## src/rtl/pipe_ctrl_pkg.sv

```systemverilog
// Shared types and helpers for the pipeline sequencing controller.
package pipe_ctrl_pkg;

  typedef enum logic [0:0] {
    ST_RUN     = 1'b0,
    ST_MD_WAIT = 1'b1
  } md_state_e;

  localparam int unsigned MD_CYCLES_DEF = 32'd32;

  // Ceiling log2 with a floor of one bit so a one-cycle latency still has a counter.
  function automatic int unsigned clog2_min1(input int unsigned v);
    int unsigned r;
    r = 32'd0;
    for (int i = 0; i < 32; i++) begin
      if ((32'd1 << i) < v) r = i + 1;
      else r = r;
    end
    if (r == 32'd0) return 32'd1;
    else return r;
  endfunction

endpackage

```

## src/rtl/pipe_hazard_ctrl_sat_counter.sv

```systemverilog
// Saturating up-counter with synchronous clear; clear wins over increment.
module sat_counter #(
  parameter int unsigned W = 16
) (
  input  logic         clk,
  input  logic         rst_n,
  input  logic         clr_i,
  input  logic         inc_i,
  output logic [W-1:0] cnt_o
);

  logic [W-1:0] cnt_q;
  logic [W-1:0] cnt_d;

  // Next count: clear, saturating increment, or hold.
  always_comb begin
    cnt_d = cnt_q;
    if (clr_i) cnt_d = {W{1'b0}};
    else if (inc_i && (cnt_q != {W{1'b1}})) cnt_d = cnt_q + {{(W-1){1'b0}}, 1'b1};
    else cnt_d = cnt_q;
  end

  // Count register.
  always_ff @(posedge clk or negedge rst_n) begin
    if (!rst_n) cnt_q <= {W{1'b0}};
    else        cnt_q <= cnt_d;
  end

  assign cnt_o = cnt_q;

endmodule

```

## src/rtl/pipe_hazard_ctrl.sv

```systemverilog
// Pipeline sequencing controller: load-use and HI/LO hazards, branch squash,
// mult/div busy window and a saturating front-end stall counter.
module pipe_hazard_ctrl
  import pipe_ctrl_pkg::*;
#(
  parameter int unsigned bREG      = 5,
  parameter int unsigned MD_CYCLES = MD_CYCLES_DEF,
  parameter int unsigned bCNT      = 16
) (
  input  logic            clock,
  input  logic            reset,
  input  logic            IDEX_MemRead,
  input  logic [bREG-1:0] IDEX_Rt,
  input  logic [bREG-1:0] IFID_Rs,
  input  logic [bREG-1:0] IFID_Rt,
  input  logic            IFID_UsesRt,
  input  logic            IFID_IsMD,
  input  logic            IFID_ReadsHiLo,
  input  logic            EX_MDStart,
  input  logic            EX_BranchTaken,
  input  logic            clrStats,
  output logic            enPC,
  output logic            enIFID,
  output logic            flushIFID,
  output logic            flushIDEX,
  output logic            mdBusy,
  output logic            mdDone,
  output logic [bCNT-1:0] stallCycles
);

  localparam int unsigned    CW       = clog2_min1(MD_CYCLES);
  localparam logic [CW-1:0]  CNT_LOAD = CW'(MD_CYCLES - 32'd1);

  md_state_e     state_q;
  logic [CW-1:0] md_cnt_q;
  logic          md_done_q;

  logic load_use_s;
  logic md_haz_s;
  logic stall_s;

  // Hazard equations; outputs are forced to their idle values while reset is held.
  always_comb begin
    load_use_s = IDEX_MemRead & (IDEX_Rt != {bREG{1'b0}}) &
                 ((IDEX_Rt == IFID_Rs) | (IFID_UsesRt & (IDEX_Rt == IFID_Rt)));
    md_haz_s   = (state_q == ST_MD_WAIT) & (IFID_ReadsHiLo | IFID_IsMD);
    stall_s    = (load_use_s | md_haz_s) & ~EX_BranchTaken & reset;
    enPC       = ~stall_s;
    enIFID     = ~stall_s;
    flushIDEX  = (stall_s | EX_BranchTaken) & reset;
    flushIFID  = EX_BranchTaken & reset;
  end

  // Mult/div busy FSM; a start during MD_WAIT cannot occur and is ignored.
  always_ff @(posedge clock or negedge reset) begin
    if (!reset) begin
      state_q   <= ST_RUN;
      md_cnt_q  <= {CW{1'b0}};
      md_done_q <= 1'b0;
    end else begin
      case (state_q)
        ST_RUN: begin
          md_done_q <= 1'b0;
          if (EX_MDStart) begin
            state_q  <= ST_MD_WAIT;
            md_cnt_q <= CNT_LOAD;
          end else begin
            state_q  <= ST_RUN;
            md_cnt_q <= md_cnt_q;
          end
        end
        ST_MD_WAIT: begin
          if (md_cnt_q == {CW{1'b0}}) begin
            state_q   <= ST_RUN;
            md_done_q <= 1'b1;
          end else begin
            state_q   <= ST_MD_WAIT;
            md_cnt_q  <= md_cnt_q - {{(CW-1){1'b0}}, 1'b1};
            md_done_q <= 1'b0;
          end
        end
        default: begin
          state_q   <= ST_RUN;
          md_cnt_q  <= {CW{1'b0}};
          md_done_q <= 1'b0;
        end
      endcase
    end
  end

  assign mdBusy = (state_q == ST_MD_WAIT);
  assign mdDone = md_done_q;

  sat_counter #(.W(bCNT)) u_stall_cnt (
    .clk   (clock),
    .rst_n (reset),
    .clr_i (clrStats),
    .inc_i (~enPC),
    .cnt_o (stallCycles)
  );

endmodule

```

## config.mk

```make
export PLATFORM = sky130hd
export DESIGN_NAME = pipe_hazard_ctrl
export DESIGN_NICKNAME = d
export VERILOG_FILES = /design/src/rtl/pipe_ctrl_pkg.sv /design/src/rtl/pipe_hazard_ctrl_sat_counter.sv /design/src/rtl/pipe_hazard_ctrl.sv
export SDC_FILE = /design/constraint.sdc
export NUM_CORES = 1
export LEC_CHECK = 0
export CAP_MARGIN = 20
export CELL_PAD_IN_SITES_DETAIL_PLACEMENT = 1
export CELL_PAD_IN_SITES_GLOBAL_PLACEMENT = 1
export CORE_MARGIN = 1
export CORE_UTILIZATION = 34
export CTS_CLUSTER_SIZE = 16
export DETAILED_ROUTE_END_ITERATION = 8
export GPL_TIMING_DRIVEN = 1
export HOLD_SLACK_MARGIN = 0.1
export PLACE_DENSITY = 0.84
export SYNTH_ARGS = -nofsm -noshare
export SYNTH_HDL_FRONTEND = slang
export SYNTH_SLANG_ARGS = --single-unit
```

## constraint.sdc

```tcl
create_clock -name clock -period 2.75 [get_ports clock]
set_clock_uncertainty 0.05 [all_clocks]
set_input_delay 0.275 -clock clock [delete_from_list [all_inputs] [get_ports clock]]
set_output_delay 0.275 -clock clock [all_outputs]
set_load 0.1 [all_outputs]
```

==> impl_metrics.json <==
{
  "top_cells_by_count": "dfrtp_1 (23), nor2_1 (14), a21oi_1 (12), xor2_1 (10), nand2_1 (9)",
  "p_int_mw": 0.670,
  "rsz0062_at_grt": "no",
  "cts_resized": 0,
  "end_kind": "output port",
  "clkCellAreaFrac_pct": 2.24,
  "drt-pass1-iter-count": 4,
  "flop_cell": "dfrtp_1",
  "final_nets": 235,
  "layout_top_cells": "clkdlybuf4s50_1 (23), dfrtp_1 (22), buf_4 (22), nor2_1 (14), a21oi_1 (12)",
  "simple_gate_share_pct": 28.1,
  "clockBufferDepth": 2,
  "top_cells_by_area": "dfrtp_1 (39%), xor2_1 (6.0%), a21oi_1 (4.1%), nor2_1 (3.6%), or3_1 (3.0%)",
  "worstPathArrival_ns": 2.12,
  "crit_family": "simple AND/OR/NAND/NOR gates",
  "worst_ep_required_time_ns": 2.42,
  "use_met3_pct": 3.21,
  "syn_to_final_growth_pct": 37.7,
  "critPathLaunchType": "primary input",
  "ys_seq_share_pct": 39.4,
  "antenna_found_initial": 0,
  "slew_violations": 0,
  "drc": 0,
  "gp_congestion": 0.770,
  "chipArea_um2": 4560,
  "max_freq_ghz": 0.408,
  "status": "completed",
  "stdcell_area_um2": 2010,
  "r2r_slack_ns": 0.43,
  "dieWidth_um": 67.5,
  "place_hpwl_um": 3130,
  "p_seq_mw": 0.449,
  "highest_layer": "met4",
  "cts_hold_buf": 0,
  "synth_area_um2": 1460,
  "p_leak_nw": 0.846,
  "ys_sh_adder_pct": 2.57,
  "cts.htree.levels": 1,
  "ys_warn_count": 0,
  "antenna_cells": 0,
  "reg2reg_to": "u_stall_cnt.cnt_o[10]",
  "avgRoutedWirePerCell_um": 15.7,
  "layout.nonclk_buf_share_pct": 23.6,
  "p_sw_mw": 0.442,
  "ys_sh_aoi_pct": 13.9,
  "maxPowerGroup": "combinational cells",
  "ys_async_sr_fraction_pct": 100,
  "ys_ff": 23,
  "seq_share_pct": 28.7,
  "grt_start_max_net_pins": 25,
  "layout_setup_ws_ns": 0.301,
  "placed_cells": 253,
  "path_clk_slew_ns": 0.08,
  "use_met1_pct": 23.5,
  "p_seq_share_pct": 40.4,
  "cts_root_buf": "clkbuf_8",
  "final.fill_count": 470,
  "vias": 1405,
  "finalPower_mw": 1.11,
  "tns_ns": 0,
  "busiest_layer": "met2",
  "fin_hold_ws_ns": 0.368,
  "wl_met1_um": 1790,
  "ys_cells": 160,
  "edf_count": 0,
  "syn_inst": 160,
  "hold_violations": 0,
  "yosysChipArea_um2": 1460,
  "period_used_pct": 89.1,
  "pre_cts_ws_ns": 0.198,
  "top_logic_kind": "simple AND/OR/NAND/NOR gates",
  "pg_comb_mw": 0.451,
  "crit_path_max_incr_delay_ns": 0.56,
  "ys_sh_mux_pct": 3.26,
  "tightestPinTransition_ns": 0.423,
  "yosys.area.top_type": "dfrtp_1",
  "top_cell_area_share_pct": 39.4,
  "setup.worst_path.start": "IDEX_Rt[1]",
  "syn_area_per_cell_um2": 9.13,
  "inv_count": 6,
  "wl_um": 4020,
  "synth-xor-area-share_pct": 8.40,
  "grt_usage_pct": 19.0,
  "drv_cap": 0,
  "io_pins": 46,
  "avgViaCountPerCell": 5.47,
  "swShare_pct": 39.7,
  "crit_fanout": 3,
  "path_buffers": 2,
  "die_y_um": 67.5,
  "ir_drop_mv": 0.259,
  "worstRegToRegCells": 7,
  "io_buffers": 45,
  "signal_buffers": 49,
  "place_area_um2": 1970,
  "slew_headroom_pct": 71.6,
  "openroad.warnings": 27,
  "largestClassByArea": "logic gates",
  "comb_cells": 125,
  "flop_area_um2": 577,
  "sh_comb_area_pct": 41.2,
  "ant_nets": 0,
  "fin_crit_ns": 2.45,
  "met2_usage_pct": 31.7,
  "grt_pass1_vias": 1347,
  "cts_tree": "built",
  "worst_path_max_delay_cell": "or4_1",
  "floorplan.core_util_pct": 36.0,
  "wl_met2_um": 1950,
  "hold_class": "in2async",
  "clkbuf_count": 4,
  "largest_reg_flops": 16,
  "cts_setup_buffers": 0,
  "p_per_area_nw_per_um2": 553,
  "critPathKind": "in2out",
  "grt_overflow": 0,
  "setup_viol": 0,
  "wl_met3_um": 205,
  "crit_cells": 7,
  "synth.most_common_cell": "dfrtp_1",
  "cts_buffers": 3,
  "cts.sinks": 23,
  "mostFrequentLayoutCell": "clkdlybuf4s50_1",
  "clkPwrFrac_pct": 19.1,
  "syn_nets": 187,
  "cp-endpoint": "flushIDEX",
  "yosysUniqueCellTypes": 40,
  "rows": 23,
  "combPwrFrac_pct": 40.5,
  "grt_pass1_wl_um": 6380,
  "worstPathCellList": "clkdlybuf4s50_1 -> or4_1 -> o21ai_2 -> o21ai_0 -> nand2b_1 -> nand2_4 -> buf_12",
  "mi_logic_area_um2": 828,
  "timing.rr.start": "u_stall_cnt.cnt_o[0]",
  "drtIter0Drc": 33,
  "drive_above_1_share_pct": 19.8
}
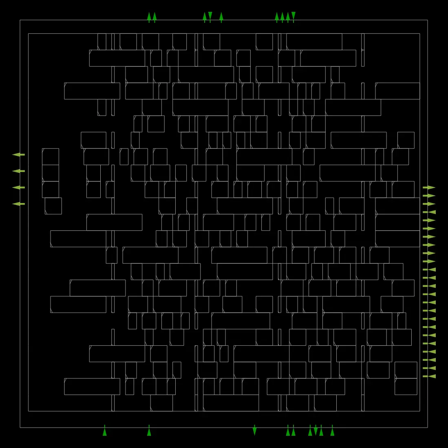
(cell outlines without signal wires)
FFs & Latches: 23
final core utilization: 49.6%
core area: 4060 µm²
tap cell count: 50
Finished Layout Cells: 257

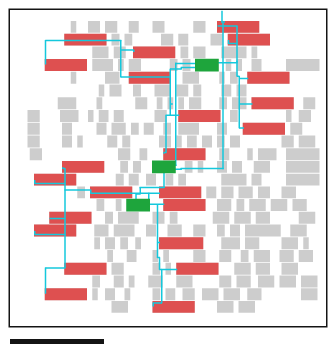
(clock wires, drivers and flops)
Bar = 20 µm.
- green: clock-net drivers (count 3)
- cyan: clock wires (length 314 µm)
- red: flip-flops (count 23)
- flops lie: widely spread
- routed clock nets: 4
Clock Latency Late Sink: 0.27 ns
clk pwr: 0.212 mW

Power and IR drop assume default switching activity.
